<file path="src/rtl/piso_pkg.sv">
// Shared types and constants for the piso_tx_165b serializer.
package piso_pkg;

    // Frame sequencing states
    typedef enum logic [1:0] {
        IDLE  = 2'd0,
        SHIFT = 2'd1,
        PAR   = 2'd2,
        DONE  = 2'd3
    } state_t;

    // Default number of data bits per frame
    localparam int PISO_WIDTH_DEF = 8;

    // Level driven on ser_out whenever no data or parity bit is on the line
    localparam logic PISO_IDLE_LVL = 1'b1;

endpackage

</file>
<file path="src/rtl/piso_tx_165b_bit_cnt.sv">
// bit_cnt: loadable down-counter with a zero flag.
// Decrement saturates at zero, so the count simply holds 0 once a frame ends.
module bit_cnt #(
    parameter int CW = 3
) (
    input  logic          clk,
    input  logic          rst_n,
    input  logic          load,
    input  logic          dec,
    input  logic [CW-1:0] load_val,
    output logic          zero
);

    logic [CW-1:0] r_cnt;

    // Load has priority over decrement; decrement never wraps below zero
    always_ff @(posedge clk or negedge rst_n) begin
        if (!rst_n) begin
            r_cnt <= '0;
        end else if (load) begin
            r_cnt <= load_val;
        end else if (dec && (r_cnt != '0)) begin
            r_cnt <= r_cnt - 1'b1;
        end
    end

    assign zero = (r_cnt == '0);

endmodule

</file>
<file path="src/rtl/piso_tx_165b.sv">
// piso_tx_165b: parallel-in serial-out transmitter, MSB first, idle level 1.
// Optional feature macro: PISO_TX_PARITY_EN appends one even-parity bit
// (XOR of the captured word) between the last data bit and the done pulse.
//
// state | meaning
// IDLE  | waiting for start; ready=1, line idle
// SHIFT | one data bit per cycle from shreg MSB
// PAR   | even parity bit on the line (parity build only)
// DONE  | one-cycle done pulse, line idle
module piso_tx_165b
    import piso_pkg::*;
#(
    parameter int WIDTH = PISO_WIDTH_DEF
) (
    input  logic             clk,
    input  logic             rst_n,
    input  logic             start,
    input  logic [WIDTH-1:0] d,
    output logic             ready,
    output logic             busy,
    output logic             ser_out,
    output logic             done
);

    localparam int CW = (WIDTH > 1) ? $clog2(WIDTH) : 1;
    localparam logic [CW-1:0] CNT_LOAD = CW'(WIDTH - 1);

    state_t           r_state;
    logic [WIDTH-1:0] r_shreg;
    logic             r_ready;
    logic             r_busy;
    logic             r_ser;
    logic             r_done;

    logic             w_accept;
    logic             w_dec;
    logic             w_zero;
    logic [WIDTH-1:0] w_shnext;

    // A start is only honoured in IDLE; an unknown start falls to the hold branch
    assign w_accept = (r_state == IDLE) && start;
    assign w_dec    = (r_state == SHIFT);
    // Shift left with 1s filling in, so the register drains to the idle level
    assign w_shnext = (r_shreg << 1) | WIDTH'(1);

    bit_cnt #(
        .CW(CW)
    ) u_bit_cnt (
        .clk      (clk),
        .rst_n    (rst_n),
        .load     (w_accept),
        .dec      (w_dec),
        .load_val (CNT_LOAD),
        .zero     (w_zero)
    );

`ifdef PISO_TX_PARITY_EN
    logic r_par;

    // Parity is taken from the word as captured, never from later d values
    always_ff @(posedge clk or negedge rst_n) begin
        if (!rst_n) begin
            r_par <= 1'b0;
        end else if (w_accept) begin
            r_par <= ^d;
        end
    end
`endif

    // Frame FSM with registered outputs computed for the state being entered
    always_ff @(posedge clk or negedge rst_n) begin
        if (!rst_n) begin
            r_state <= IDLE;
            r_shreg <= '1;
            r_ready <= 1'b1;
            r_busy  <= 1'b0;
            r_ser   <= PISO_IDLE_LVL;
            r_done  <= 1'b0;
        end else begin
            case (r_state)
                IDLE: begin
                    if (start) begin
                        r_state <= SHIFT;
                        r_shreg <= d;
                        r_ready <= 1'b0;
                        r_busy  <= 1'b1;
                        r_ser   <= d[WIDTH-1];
                    end
                end
                SHIFT: begin
                    r_shreg <= w_shnext;
                    if (w_zero) begin
`ifdef PISO_TX_PARITY_EN
                        r_state <= PAR;
                        r_ser   <= r_par;
`else
                        r_state <= DONE;
                        r_busy  <= 1'b0;
                        r_ser   <= PISO_IDLE_LVL;
                        r_done  <= 1'b1;
`endif
                    end else begin
                        r_ser <= w_shnext[WIDTH-1];
                    end
                end
`ifdef PISO_TX_PARITY_EN
                PAR: begin
                    r_state <= DONE;
                    r_busy  <= 1'b0;
                    r_ser   <= PISO_IDLE_LVL;
                    r_done  <= 1'b1;
                end
`endif
                DONE: begin
                    r_state <= IDLE;
                    r_ready <= 1'b1;
                    r_done  <= 1'b0;
                end
                default: begin
                    r_state <= IDLE;
                    r_shreg <= '1;
                    r_ready <= 1'b1;
                    r_busy  <= 1'b0;
                    r_ser   <= PISO_IDLE_LVL;
                    r_done  <= 1'b0;
                end
            endcase
        end
    end

    assign ready   = r_ready;
    assign busy    = r_busy;
    assign ser_out = r_ser;
    assign done    = r_done;

endmodule

</file>
<file path="config.mk">
export PLATFORM = sky130hd
export DESIGN_NAME = piso_tx_165b
export DESIGN_NICKNAME = d
export VERILOG_FILES = /design/src/rtl/piso_pkg.sv /design/src/rtl/piso_tx_165b_bit_cnt.sv /design/src/rtl/piso_tx_165b.sv
export SDC_FILE = /design/constraint.sdc
export NUM_CORES = 1
export LEC_CHECK = 0
export CAP_MARGIN = 20
export CORE_ASPECT_RATIO = 0.75
export CORE_MARGIN = 1.5
export CORE_UTILIZATION = 35
export CTS_BUF_LIST = sky130_fd_sc_hd__clkbuf_16
export CTS_CLUSTER_DIAMETER = 30
export DETAILED_ROUTE_END_ITERATION = 7
export SYNTH_ARGS = -nofsm -noshare
export SYNTH_HDL_FRONTEND = slang
export SYNTH_SLANG_ARGS = --single-unit
</file>
<file path="constraint.sdc">
create_clock -name clk -period 1.95 [get_ports clk]
set_clock_uncertainty 0.2 [all_clocks]
set_input_delay 0.39 -clock clk [delete_from_list [all_inputs] [get_ports clk]]
set_output_delay 0.39 -clock clk [all_outputs]
set_load 0.02 [all_outputs]
</file>
==> impl_metrics.py <==
# Flow results
metrics = {
    "grt": {
        "grt_start_max_net_pins": 17,
        "grt_antenna_before_repair": 0,
        "grt.busiest_layer": "met1",
        "overflow": 0,
        "grt_pass1_vias": 593,
        "grt_first_pass_wirelength_um": 2870,
    },
    "critical_path": {
        "slowest_stage": "clkdlybuf4s50_1",
        "worstPathRequired_ns": 1.36,
        "worstRegToRegCells": 6,
        "regToRegSetupSlack_ns": 0.22,
        "path_delay_family": "buffers and inverters",
        "critPathKind": "reg2out",
        "critPathArrivalTime_ns": 1.24,
        "path_buffers": 1,
        "cp.depth": 1,
        "crit_chain": "clkdlybuf4s50_1",
        "crit_fanout": 3,
        "start_kind": "register",
        "slowest_delay_ns": 0.62,
        "critPathCaptureType": "output port",
    },
    "clock_tree": {
        "worstSkewPairLatency_ns": 0.24,
        "cts_tree": "yes",
        "clockRootBuffer": "clkbuf_16",
        "cts_resized": 1,
        "cts_buffers": 3,
        "clockBufferDepth": 2,
        "postCtsSetupBuffers": 0,
        "cts_hold_buf": 0,
        "htree_num_levels": 1,
        "cts.sinks": 16,
        "path_clk_slew_ns": 0.05,
    },
    "placed_design": {
        "placedCellCount": 122,
        "gp_congestion": 0.664,
        "placed_cell_area_mm2": 0.00101,
        "hpwl_um": 1160,
        "dpl_worst_slack_ns": 0.189,
    },
    "job": {
        "max_cap_violations": 0,
        "tool_warnings": 26,
    },
    "layout": {
        "synthToLayoutAreaGrowth_pct": 31.6,
        "fin_nets": 106,
        "drive_gt1_frac": 0.207,
        "final_cell_mix": "mux2i_1, clkdlybuf4s50_1, dfstp_2",
        "fin_area_mm2": 0.00109,
        "layout_top_cell": "mux2i_1",
        "final_cells": 126,
        "n_antenna_cell": 0,
    },
    "power_and_ir_drop": {
        "leakage_nw": 0.470,
        "powerDensity_mw_per_mm2": 1520,
        "max-vdd-ir-drop_v": 0.000817,
    },
    "final_timing": {
        "rsz0062_at_grt": "false",
        "finalSetupViolations": 0,
        "fin_crit_ns": 1.83,
        "hold_viol": 0,
        "tns_ns": 0,
        "drv_slew": 0,
        "relSlewSlack": 0.756,
        "finalCritPeriodShare": 0.939,
        "fin_hold_ws_ns": 0.264,
        "worst_slack_ns": 0.120,
        "tightest_slew_ns": 0.366,
        "max_freq_mhz": 546,
    },
    "route": {
        "vias_per_cell": 4.75,
        "drtPass1Iterations": 4,
        "remaining_drc_errors": 0,
        "drt-initial-drc-count": 25,
        "drtAntennaViolNets": 0,
    },
    "yosys": {
        "synth_cell_type_count": 20,
        "async_flop_share": 1.00,
        "top_cell_area_share": 0.286,
        "syn_inst": 74,
        "synthesis.nets": 87,
        "yosys_warnings": 0,
        "ys_cells": 74,
        "yosysTopAreaCell": "dfstp_2",
        "top_cell": "mux2i_1",
        "edf_count": 0,
        "postSynthAreaPerCell_um2": 11.2,
        "synth_flops": 16,
        "ys_top_cells_by_count": "mux2i_1, dfstp_2, a22oi_1, dfrtp_1, nor2_1",
        "top_cells_by_area": "dfstp_2, dfrtp_1, mux2i_1, a22oi_1, nor2_1",
        "flop_cell": "dfstp_2",
        "ys_seq_share": 0.498,
        "syn-cell-area_um2": 827,
        "yosys_area_um2": 827,
    },
    "die": {
        "fp_util": 0.364,
        "die-area_mm2": 0.00267,
        "core_mm2": 0.00227,
        "row_count": 15,
    },
    "hold_path": {
        "min_path_type": "in2async",
    },
    "status": {
        "status": "complete, no violations",
    },
}
-- worst paths after layout --
path                                         start            endpoint
worst min-delay path                         rst_n  u_bit_cnt.r_cnt[0]
max in group asynchronous                    rst_n          r_shreg[4]
worst max register to register  u_bit_cnt.r_cnt[0]  u_bit_cnt.r_cnt[0]
worst max-delay path                          busy                busy
min in group clk                             ready               ready
worst min register to register               ready               ready
-- cells by family after synthesis --
kind of cell	synth area share
AOI/OAI and AO/OA	0.162
DFF	0.498
muxes	0.169
and+or+nand+nor	0.0757
buffers and inverters	0.0650
adders and majority gates	0.0303
-- routing by layer --
layer  share of wire  vias to the layer above
met4           0.011                        0
met5               0                        -
met3           0.050                        2
met1            0.50                      278
li1                -                      299
met2            0.44                       20
-- metrics by stage --
stage                util  total power (W)
floorplan               -          0.00107
global placement    0.444          0.00124
detailed placement  0.444          0.00127
CTS                 0.478          0.00167
global route        0.479          0.00178
finish              0.479          0.00166
-- report_power, final --
group / switching (W) / internal, W / leakage, nW / total [W]
Sequential: 0.000141 / 0.000524 / 0.177 / 0.000664
Clock: 0.000119 / 0.000271 / 0.0423 / 0.000390
Combinational: 0.000306 / 0.000298 / 0.251 / 0.000604
Total: 0.000566 / 0.00109 / 0.470 / 0.00166
-- layout make-up --
| type | count | area, um^2 |
|---|---|---|
| multi-input combinational | 48 | 362 |
| inverter | 6 | 22.5 |
| fill | 206 | 1180 |
| clock buffer | 3 | 75.1 |
| sequential | 16 | 412 |
| tap | 34 | 42.5 |
| clock inverter | 1 | 3.75 |
| timing repair buffer | 18 | 171 |
-- registers in the layout, indices dropped and copies added, names as in the netlist --
| signal | cells |
|---|---|
| ready | 1 |
| r_state | 2 |
| done | 1 |
| r_shreg | 7 |
| busy | 1 |
| u_bit_cnt.r_cnt | 3 |
| ser_out | 1 |
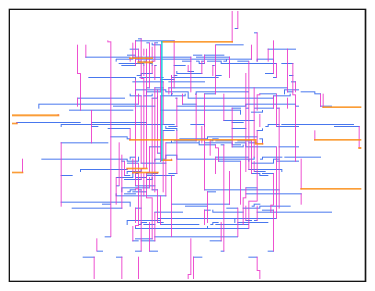
*Signal wires by layer*
Drawn at 6 px/um.
- M4: cyan (wire length 19.7 um)
- M3: orange (wire length 83.2 um)
- M2: magenta (wire length 737 um)
- M1: blue (wire length 825 um)
DRT Wirelength: 1660 um
WL/cell: 13.2 um
Global Route Usage Sum: 0.153
vias after detailed routing: 599

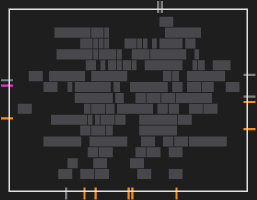
*Pin placement*
Drawn at 4 px/um. Pins as bars across the die edge, other pins in grey.
- `busy`: magenta (pins 1; direction output; edge left)
- `d`: orange (pins 8; direction input; edge 5 bottom, 2 right, 1 left)
- all pins by edge: 6 bottom, 4 right, 3 left, 2 top
Die Ht: 45.1 um
port bufs: 14
Die Wd: 59.1 um

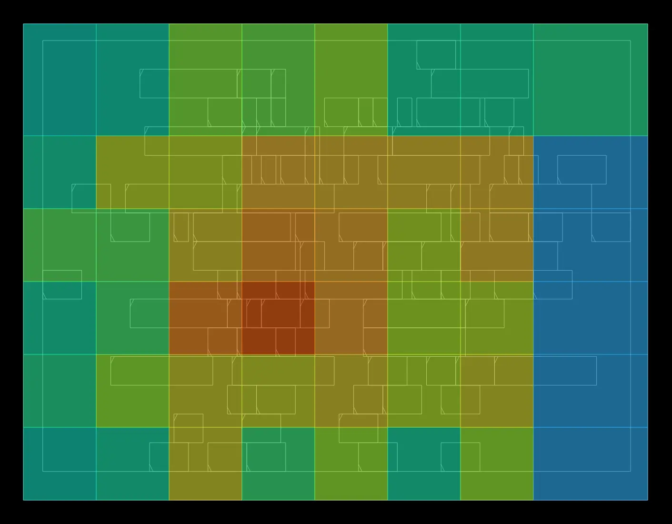
*Track usage over the die*
met2 usage: 0.211
met3 Track Usage GR: 0.0544
GRT met1 Usage: 0.220

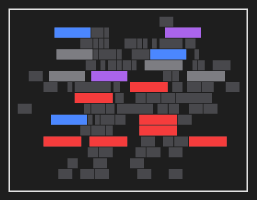
*Sequential cells coloured by netlist name*
Drawn at 4 px/um. Other sequential cells in the stronger grey, the rest of the logic in the fainter grey.
- `u_bit_cnt.r_cnt`: blue (placed flops 3)
- `r_shreg`: red (placed flops 7)
- `r_state`: purple (placed flops 2)
- not coloured: 4
Flop area: 412 um^2
Seq group: 0.000664 W
fin util: 0.479
Seq area share: 0.378

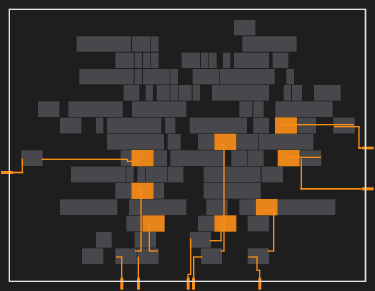
*I/O nets highlighted*
Drawn at 6 px/um.
- `d`: orange (bits 8; direction input; end cells 8; wire 138 um)
IO Count: 15

Power is estimated from default activity; no workload was simulated.
